### The metal 1 layer

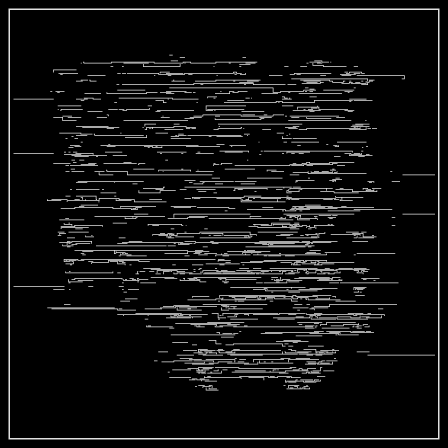
### M2 wires

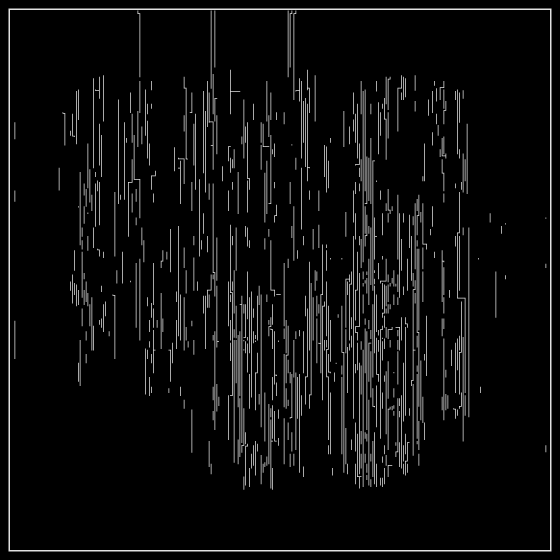
### Signal wires on met3

Scale bar: 50 um. Cells faint in the background.
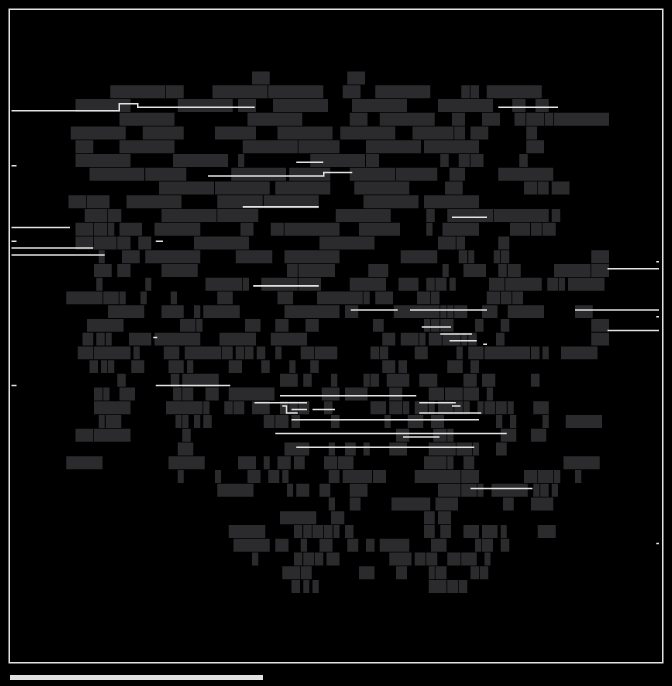
File: src/rtl/usb_tx_framer.sv
// Full-speed USB transmit framer: word FIFO, SYNC, LSB-first bit stuffing,
// NRZI line coding, EOP, and an abort sequence when the FIFO runs dry mid-packet.
module usb_tx_framer #(
  parameter int DATA_W       = 8,
  parameter int CLKS_PER_BIT = 4,
  parameter int STUFF_LEN    = 6,
  parameter int SYNC_BITS    = 8,
  parameter int FIFO_DEPTH   = 4
) (
  input  logic              clk,
  input  logic              RST,
  input  logic [DATA_W-1:0] tx_data,
  input  logic              tx_last,
  input  logic              tx_valid,
  output logic              tx_ready,
  output logic              d_plus_out,
  output logic              d_minus_out,
  output logic              tx_1_rx_0,
  output logic              tx_busy,
  output logic              tx_done,
  output logic              tx_err
);

  localparam int AW    = $clog2(FIFO_DEPTH);
  localparam int CW    = (CLKS_PER_BIT > 1) ? $clog2(CLKS_PER_BIT) : 1;
  localparam int SW    = $clog2(STUFF_LEN + 1);
  localparam int MAXB1 = (DATA_W > SYNC_BITS) ? DATA_W : SYNC_BITS;
  localparam int MAXB  = (MAXB1 > STUFF_LEN + 1) ? MAXB1 : STUFF_LEN + 1;
  localparam int BW    = $clog2(MAXB + 1);

  typedef enum logic [2:0] {S_IDLE, S_SYNC, S_DATA, S_STUFF, S_ABORT, S_EOP} state_t;

  // word FIFO: each entry carries the data word and its packet-last flag
  logic [DATA_W:0]   mem [FIFO_DEPTH];
  logic [AW-1:0]     wr_ptr, rd_ptr;
  logic [AW:0]       count, last_cnt;
  logic              full, empty, push, pop;
  logic [DATA_W-1:0] head_data;
  logic              head_last;

  assign full      = (count == (AW+1)'(FIFO_DEPTH));
  assign empty     = (count == '0);
  assign tx_ready  = !full;
  assign push      = tx_valid && !full;
  assign head_data = mem[rd_ptr][DATA_W-1:0];
  assign head_last = mem[rd_ptr][DATA_W];

  // FIFO storage write
  always_ff @(posedge clk) begin
    if (push) mem[wr_ptr] <= {tx_last, tx_data};
  end

  // FIFO pointers, occupancy and count of queued packet ends
  always_ff @(posedge clk) begin
    if (RST) begin
      wr_ptr   <= '0;
      rd_ptr   <= '0;
      count    <= '0;
      last_cnt <= '0;
    end else begin
      if (push) wr_ptr <= wr_ptr + 1'b1;
      if (pop)  rd_ptr <= rd_ptr + 1'b1;
      unique case ({push, pop})
        2'b10:   count <= count + 1'b1;
        2'b01:   count <= count - 1'b1;
        default: ;
      endcase
      unique case ({push && tx_last, pop && head_last})
        2'b10:   last_cnt <= last_cnt + 1'b1;
        2'b01:   last_cnt <= last_cnt - 1'b1;
        default: ;
      endcase
    end
  end

  state_t            state, nxt_state;
  logic [CW-1:0]     clk_cnt;
  logic              strobe;
  logic [BW-1:0]     bit_idx, nxt_bit_idx;
  logic [SW-1:0]     stuff_cnt, nxt_stuff;
  logic [DATA_W-1:0] sh, nxt_sh, src;
  logic              cur_last, nxt_last;
  logic              level, nxt_level, se0, nxt_se0, nxt_oe;
  logic              drop, nxt_drop, eop_pend, nxt_eop_pend;
  logic              err_set, emit, word_end;

  assign strobe   = (clk_cnt == CW'(CLKS_PER_BIT - 1));
  assign word_end = (bit_idx == BW'(DATA_W));
  assign tx_done  = (state == S_EOP) && (bit_idx == BW'(2)) && strobe;

  // bit-time divider, held cleared while idle so the first bit is full length
  always_ff @(posedge clk) begin
    if (RST || state == S_IDLE) clk_cnt <= '0;
    else if (strobe)            clk_cnt <= '0;
    else                        clk_cnt <= clk_cnt + 1'b1;
  end

  // next-state logic: decides the next line bit at each bit strobe
  always_comb begin
    nxt_state    = state;
    nxt_bit_idx  = bit_idx;
    nxt_stuff    = stuff_cnt;
    nxt_sh       = sh;
    nxt_last     = cur_last;
    nxt_eop_pend = eop_pend;
    nxt_level    = level;
    nxt_se0      = se0;
    nxt_oe       = tx_1_rx_0;
    nxt_drop     = drop;
    pop          = 1'b0;
    err_set      = 1'b0;
    emit         = 1'b0;
    src          = sh;
    unique case (state)
      S_IDLE: begin
        nxt_oe    = 1'b0;
        nxt_se0   = 1'b0;
        nxt_level = 1'b1;
        if (drop) begin
          if (!empty) begin
            pop = 1'b1;
            if (head_last) nxt_drop = 1'b0;
          end
        end else if (last_cnt != '0 || full) begin
          nxt_state   = S_SYNC;
          nxt_bit_idx = '0;
          nxt_stuff   = '0;
          nxt_oe      = 1'b1;
          nxt_level   = 1'b0;
        end
      end
      S_SYNC: if (strobe) begin
        if (bit_idx == BW'(SYNC_BITS - 1)) begin
          pop         = 1'b1;
          src         = head_data;
          nxt_last    = head_last;
          nxt_bit_idx = '0;
          nxt_stuff   = SW'(1);
          emit        = 1'b1;
          nxt_state   = S_DATA;
        end else begin
          nxt_bit_idx = bit_idx + 1'b1;
          nxt_level   = (bit_idx == BW'(SYNC_BITS - 2)) ? level : ~level;
        end
      end
      S_DATA: if (strobe) begin
        if (word_end && !cur_last && empty) begin
          nxt_state   = S_ABORT;
          nxt_bit_idx = BW'(1);
          err_set     = 1'b1;
        end else begin
          if (word_end && !cur_last) begin
            pop         = 1'b1;
            src         = head_data;
            nxt_sh      = head_data;
            nxt_last    = head_last;
            nxt_bit_idx = '0;
          end
          if (stuff_cnt == SW'(STUFF_LEN)) begin
            nxt_state    = S_STUFF;
            nxt_level    = ~level;
            nxt_stuff    = '0;
            nxt_eop_pend = word_end && cur_last;
          end else if (word_end && cur_last) begin
            nxt_state   = S_EOP;
            nxt_bit_idx = '0;
            nxt_se0     = 1'b1;
          end else begin
            emit = 1'b1;
          end
        end
      end
      S_STUFF: if (strobe) begin
        if (eop_pend) begin
          nxt_state    = S_EOP;
          nxt_bit_idx  = '0;
          nxt_se0      = 1'b1;
          nxt_eop_pend = 1'b0;
        end else begin
          nxt_state = S_DATA;
          emit      = 1'b1;
        end
      end
      S_ABORT: if (strobe) begin
        if (bit_idx == BW'(STUFF_LEN + 1)) begin
          nxt_state   = S_EOP;
          nxt_bit_idx = '0;
          nxt_se0     = 1'b1;
          nxt_drop    = 1'b1;
        end else begin
          nxt_bit_idx = bit_idx + 1'b1;
        end
      end
      S_EOP: if (strobe) begin
        if (bit_idx == '0) begin
          nxt_bit_idx = BW'(1);
        end else if (bit_idx == BW'(1)) begin
          nxt_bit_idx = BW'(2);
          nxt_se0     = 1'b0;
          nxt_level   = 1'b1;
        end else begin
          nxt_state   = S_IDLE;
          nxt_bit_idx = '0;
          nxt_oe      = 1'b0;
        end
      end
      default: nxt_state = S_IDLE;
    endcase
    if (emit) begin
      nxt_level   = src[0] ? level : ~level;
      nxt_sh      = src >> 1;
      nxt_bit_idx = nxt_bit_idx + 1'b1;
      nxt_stuff   = src[0] ? nxt_stuff + SW'(1) : '0;
    end
  end

  // shift data path, not reset
  always_ff @(posedge clk) begin
    sh       <= nxt_sh;
    cur_last <= nxt_last;
  end

  // control state and registered line outputs
  always_ff @(posedge clk) begin
    if (RST) begin
      state       <= S_IDLE;
      bit_idx     <= '0;
      stuff_cnt   <= '0;
      level       <= 1'b1;
      se0         <= 1'b0;
      drop        <= 1'b0;
      eop_pend    <= 1'b0;
      d_plus_out  <= 1'b0;
      d_minus_out <= 1'b0;
      tx_1_rx_0   <= 1'b0;
      tx_busy     <= 1'b0;
      tx_err      <= 1'b0;
    end else begin
      state       <= nxt_state;
      bit_idx     <= nxt_bit_idx;
      stuff_cnt   <= nxt_stuff;
      level       <= nxt_level;
      se0         <= nxt_se0;
      drop        <= nxt_drop;
      eop_pend    <= nxt_eop_pend;
      d_plus_out  <= nxt_oe && !nxt_se0 && nxt_level;
      d_minus_out <= nxt_oe && !nxt_se0 && !nxt_level;
      tx_1_rx_0   <= nxt_oe;
      tx_busy     <= nxt_oe;
      tx_err      <= err_set;
    end
  end

endmodule
File: config.mk
export PLATFORM = sky130hd
export DESIGN_NAME = usb_tx_framer
export DESIGN_NICKNAME = d
export VERILOG_FILES = /design/src/rtl/usb_tx_framer.sv
export SDC_FILE = /design/constraint.sdc
export NUM_CORES = 1
export LEC_CHECK = 0
export CAP_MARGIN = 5
export CELL_PAD_IN_SITES_DETAIL_PLACEMENT = 0
export CELL_PAD_IN_SITES_GLOBAL_PLACEMENT = 1
export CORE_MARGIN = 10
export CORE_UTILIZATION = 35
export CTS_CLUSTER_DIAMETER = 150
export DETAILED_ROUTE_END_ITERATION = 6
export GPL_TIMING_DRIVEN = 1
export PLACE_DENSITY_LB_ADDON = 0.1
export SYNTH_ARGS = -nofsm -noshare
export SYNTH_HDL_FRONTEND = slang
export SYNTH_SLANG_ARGS = --single-unit
File: constraint.sdc
create_clock -name clk -period 3 [get_ports clk]
set_input_delay 0.6 -clock clk [delete_from_list [all_inputs] [get_ports clk]]
set_output_delay 0.6 -clock clk [all_outputs]
set_load 0.01 [all_outputs]
==> impl_metrics.json <==
{
  "crit_path_start_kind": "flip-flop",
  "clock_path_buffers": 2,
  "pwr-share-clk": 0.355,
  "fin_util": 0.423,
  "drtPass1Iterations": 4,
  "crit_chain": "nor2b_1, buf_4, and3_1, and3_1, clkdlybuf4s50_1",
  "largest_reg_flops": 36,
  "power_density_nw_per_um2": 598,
  "maxCapViolCount": 0,
  "core_um2": 11500,
  "r2r_slack_ns": 0.23,
  "comb_area_um2": 2010,
  "drc": 0,
  "postCtsResizedCells": 0,
  "startpoint": "state[2]$_SDFFE_PP0P_",
  "synth_flops": 77,
  "initCoreUtil": 0.362,
  "hold_viol_final": 0,
  "overflow": 0,
  "p_switching_mw": 0.882,
  "dominant_cells": "logic gates",
  "ys_warn_count": 0,
  "ys_sh_adder": 0.0547,
  "synth_cells": 391,
  "post_cts_buffers": 0,
  "max-vdd-ir-drop_uv": 224,
  "ff_type": "edfxtp_1",
  "die_area_um2": 16700,
  "ant_nets": 0,
  "grtUsageTotal": 0.127,
  "top_logic_kind": "simple AND/OR/NAND/NOR gates",
  "layout-drive-gt1-share": 0.161,
  "wl_met2_mm": 4.52,
  "status": "completed",
  "crit_path_frequent_cell": "and3_1",
  "drt_iter0_drc": 245,
  "skew_ns": 0.00497,
  "use_met1": 0.180,
  "path_max_fanout": 11,
  "ys_cells": 391,
  "logic_gates": 272,
  "hp-class": "reg -> reg",
  "final_cell_area_um2": 4870,
  "setup_viol": 0
}
-- 'The metal 1 layer' (at the start) --
wire length on this layer = 5090 um
longest straight run = 40.9 um
nets with wire on the layer = 420
main direction = horizontal
via count: 3055
final wirelength: 10.2 mm

-- 'M2 wires' (at the start) --
nets with wire on the layer = 370
wire length on this layer = 4520 um
share of all routed wire = 44%
longest straight run = 45.2 um
grt met2 use: 0.188

-- 'Signal wires on met3' (at the start) --
nets with wire on the layer = 30
wire length on this layer = 474 um
main direction = horizontal
share of all routed wire = 4.6%
longest straight run = 45.5 um
grt met3 use: 0.0269

-- synthesized netlist by cell type, types with 6 or more instances --
master    instances  area, um^2
mux4_2            9         203
mux2i_1          12         120
xnor2_1           7        61.3
buf_2             6        30.0
a21oi_1          31         155
nor3_1            8        40.0
o21ai_0          11        55.1
a211oi_1          9        67.6
dfxtp_1          33         661
edfxtp_1         44        1320
nor2_1           34         128
inv_1            15        56.3
nor2b_1           9        56.3
clkbuf_1         14        52.6
or3_1             7        43.8
nand3_1          10        50.1
nand2_1          25        93.8
nand2b_1          6        37.5
ha_1             15         188
-- worst paths after layout --
check,end,depth (start not counted)
max,tx_done,5
min reg2reg,clk_cnt[0]$_SDFF_PP0_,1
max reg2reg,last_cnt[2]$_SDFFE_PP0P_,13
min,clk_cnt[0]$_SDFF_PP0_,1
No activity file was given, so power comes from the tool's default toggle rates.
